File: src/rtl/ex3_bcd_decoder.sv
// ex3_bcd_decoder: serial Excess-3 to BCD decoder.
// Accepts one Excess-3 digit per handshake and converts it to BCD. Digits are
// packed right-aligned into a multi-digit word, with the newest digit in
// bits [3:0]. A completed word is presented on a valid/ready output and held
// until the consumer takes it. Illegal codes are stored as nibble 4'hF and set
// a per-word sticky error flag.
module ex3_bcd_decoder #(
  parameter  int DIGITS = 4,
  localparam int CW     = $clog2(DIGITS + 1)
) (
  input  logic                  clk,
  input  logic                  rst,
  input  logic                  in_valid,
  output logic                  in_ready,
  input  logic [3:0]            in_ex3,
  input  logic                  in_last,
  output logic                  out_valid,
  input  logic                  out_ready,
  output logic [4*DIGITS-1:0]   out_bcd,
  output logic [CW-1:0]         out_count,
  output logic                  out_err
);

  typedef enum logic {
    COLLECT = 1'b0,
    HOLD    = 1'b1
  } state_t;

  state_t               state, state_next;
  logic [4*DIGITS-1:0]  sh, sh_shift;
  logic [CW-1:0]        cnt, cnt_inc;
  logic                 err, err_acc;
  logic                 accept, legal, close;
  logic [3:0]           digit;

  // Decode the incoming digit, form the next packed value and choose the next state.
  // NOTE: every signal gets a default at the top of the block so no path leaves
  // it unassigned; that is what keeps this combinational block latch-free.
  always_comb begin
    state_next = state;
    in_ready   = (state == COLLECT) & ~rst;
    out_valid  = (state == HOLD);
    accept     = in_valid & in_ready;

    legal = (in_ex3 >= 4'h3) && (in_ex3 <= 4'hC);
    digit = legal ? (in_ex3 - 4'd3) : 4'hF;

    // Shift left by one nibble and drop the new digit into the bottom.
    // Written this way so DIGITS = 1 needs no special-cased slice.
    sh_shift       = sh << 4;
    sh_shift[3:0]  = digit;
    cnt_inc        = cnt + 1'b1;
    err_acc        = err | ~legal;

    // The DIGITS-th digit closes the word even without in_last.
    close = accept & (in_last | (cnt_inc == CW'(DIGITS)));

    case (state)
      COLLECT: if (close)     state_next = HOLD;
      HOLD:    if (out_ready) state_next = COLLECT;
      default:                state_next = COLLECT;
    endcase
  end

  // State, packing registers and held output word.
  // NOTE: sequential state is updated with non-blocking assignments so every
  // register samples values from before the edge, independent of statement order.
  always_ff @(posedge clk) begin
    if (rst) begin
      // NOTE: the data registers are reset too, not just control, because the
      // outputs must read as zero during and after reset and a partial word
      // must not leak into the next one.
      state     <= COLLECT;
      sh        <= '0;
      cnt       <= '0;
      err       <= 1'b0;
      out_bcd   <= '0;
      out_count <= '0;
      out_err   <= 1'b0;
    end else begin
      state <= state_next;
      if (accept) begin
        if (close) begin
          out_bcd   <= sh_shift;
          out_count <= cnt_inc;
          out_err   <= err_acc;
          sh        <= '0;
          cnt       <= '0;
          err       <= 1'b0;
        end else begin
          sh  <= sh_shift;
          cnt <= cnt_inc;
          err <= err_acc;
        end
      end
    end
  end

endmodule

File: config.mk
export PLATFORM = sky130hd
export DESIGN_NAME = ex3_bcd_decoder
export DESIGN_NICKNAME = d
export VERILOG_FILES = /design/src/rtl/ex3_bcd_decoder.sv
export SDC_FILE = /design/constraint.sdc
export NUM_CORES = 1
export LEC_CHECK = 0
export CORE_MARGIN = 5
export CORE_UTILIZATION = 56
export CTS_BUF_LIST = sky130_fd_sc_hd__clkbuf_8
export DETAILED_ROUTE_END_ITERATION = 8
export PLACE_DENSITY = 0.86
export SKIP_LAST_GASP = 1
export SYNTH_ARGS = -nofsm -noshare
export SYNTH_HDL_FRONTEND = slang
export SYNTH_SLANG_ARGS = --single-unit
File: constraint.sdc
create_clock -name clk -period 2.4 [get_ports clk]
set_input_delay 0.48 -clock clk [delete_from_list [all_inputs] [get_ports clk]]
set_output_delay 0.48 -clock clk [all_outputs]
set_load 0.02 [all_outputs]
### Sequential cells grouped by signal name

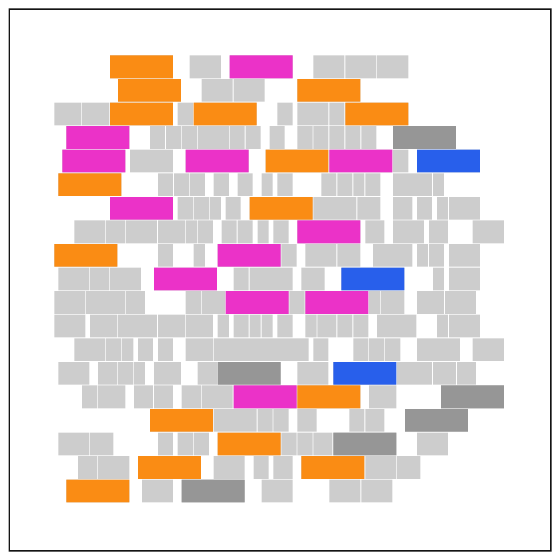
colour	signal	placed flops
magenta	sh	12
blue	cnt	3
orange	out_bcd	16
not coloured	6

### The metal 2 layer

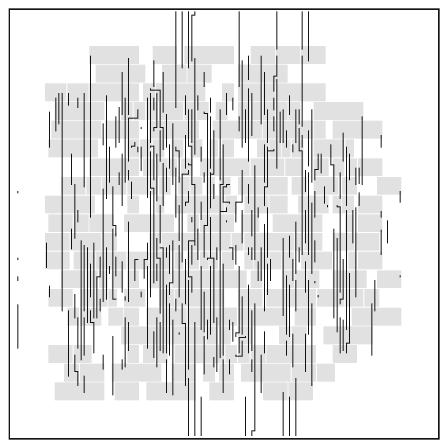
share of all routed wire	50%
nets with wire on the layer	184
longest straight run	31.6 µm
wire length on this layer	1700 µm
main direction	vertical
GRT met2 Usage: 0.334
via count: 1301
final routed wirelength across all metal layers: 3410 µm

### The metal 3 layer

Scale bar: 20 µm.
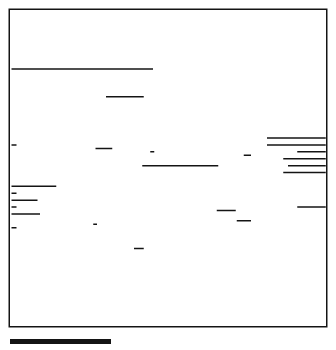
main direction	horizontal
longest straight run	27.6 µm
nets with wire on the layer	18
share of all routed wire	4.1%
Global Route met3 Usage: 0.0541

### Routing congestion map

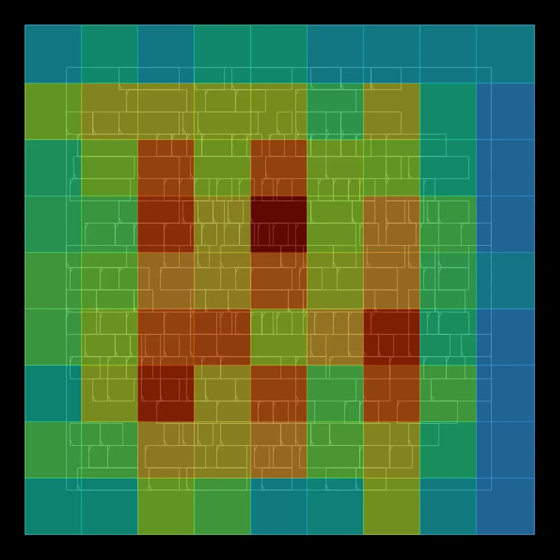
Util after Layout: 0.726
routed length per placed instance: 14.8 µm
most crowded layer after global routing: met2
met1 capacity usage during global routing: 0.207

==> ci_impl_report.md <==
## Implementation flow summary

| Metric | Value |
|---|---|
| Min Clock Period, post-route | `2.14 ns` |
| Tightest hold margin | `0.460 ns` |
| Flip-flops with a built-in enable | `0` |
| Reg-to-reg critical path startpoint | `cnt[0]` |
| Number of nets at floorplan | `183` |
| Number of hold-repair buffers added at the cts stage | `0` |
| Count of max-cap constraint violations | `0` |
| Crit path from | `rst` |
| R2R setup slack | `0.65 ns` |
| Levels on crit path | `3` |
| Final Hold Violation Tally | `0` |
| Maximum vdd ir drop | `0.620 mV` |
| Remaining Overflow, GRT | `0` |
| Sequential power share | `0.495` |
| Final cell count without fillers | `231` |
| Reg2reg end | `cnt[2]` |
| Die Footprint | `0.00388 mm²` |
| Routability Congestion | `0.775` |
| Worst slew margin | `0.708` |
| Portion of total power attributed to the clock network | `0.397` |
| Worst setup path endpoint | `in_ready` |
| Site row count | `19` |
| Filler cells | `199` |
| Aoi/oai-family share of the synthesized area | `0.185` |
| Post-route worst setup slack | `0.258 ns` |
| Iteration tally of the first detailed-router pass | `4` |
| Maximum number of buffers from clock root to sink | `2` |
| RSZ-0062 raised after global routing | `false` |
| Critical path buffer and inverter count | `2` |
| Wire length of the first global-routing pass | `6070 µm` |
| Cycle use final | `0.893` |
| Count of instantiated cells in the yosys netlist | `170` |
| Sequential-to-total area share from yosys stat | `0.483` |
| Hold wc startpoint | `sh[9]` |
| Leakage Power | `0.674 nW` |
| Critical path class | `in -> out` |
| Cell family with most CP delay | `buffers and inverters` |
| Met3 wire length | `139 µm` |
| Power after layout | `1.30 mW` |
| Post-Synth XOR/XNOR Area | `0.00571` |
| Highest signal layer in the routed design | `met4` |
| Cells on Worst Hold Path | `2` |
| Number of buffers inserted by port buffering | `30` |
| Largest stage delay, worst path | `0.61 ns` |
| Tally of OpenROAD warnings | `27` |
| Total negative slack | `0 ns` |
| Pre-CTS WS | `0.250 ns` |
| Number of global-route vias before repair | `1396` |
| Critical path cell sequence | `clkdlybuf4s50_1 -> nor2_1 -> clkdlybuf4s50_1` |
| Aggregate global-route resource usage | `0.189` |
| Critical path capture point type | `primary output` |
| Boundary Pins | `31` |
| Power Internal | `0.994 mW` |
| Final count of negative-setup-slack endpoints | `0` |
| Top logic cell by instance count in the layout | `sky130_fd_sc_hd__dfxtp_1` |
| Worst-path maximum fanout | `4` |
| Total DRC errors in the routed layout | `0` |
| Root Buffer | `sky130_fd_sc_hd__clkbuf_8` |
| Area of the core region | `0.00269 mm²` |
| Run status | `finished clean` |
| Length in cells of the worst reg-to-reg path | `5` |
| Post-CTS sizing | `0` |
| Worst min-delay path category | `reg -> reg` |
==> sequential cells by signal, indices dropped and copies added, names as in the netlist <==
signal / flops
cnt: 3
err: 1
out_bcd: 16
out_count: 3
out_err: 1
out_valid: 1
sh: 12
==> layout make-up <==
type / count / area [µm²] / area share
repair buffers: 36 / 345 / 0.177
inverters: 6 / 22.5 / 0.0116
flip-flops and latches: 37 / 741 / 0.380
clock buffers: 5 / 68.8 / 0.0353
multi-input cells: 114 / 698 / 0.358
clock inverters: 2 / 35.0 / 0.0180
well taps: 31 / 38.8 / 0.0199
==> power by group through the flow <==
stage	clock network [mW]	registers [mW]	logic (mW)
final	0.515	0.643	0.140
after global routing	0.546	0.644	0.154
after CTS	0.519	0.642	0.141
after detailed placement	0	0.656	0.139
after global placement	0	0.655	0.134
after floorplan	0	0.666	0.0733
Power and IR drop assume default switching activity.
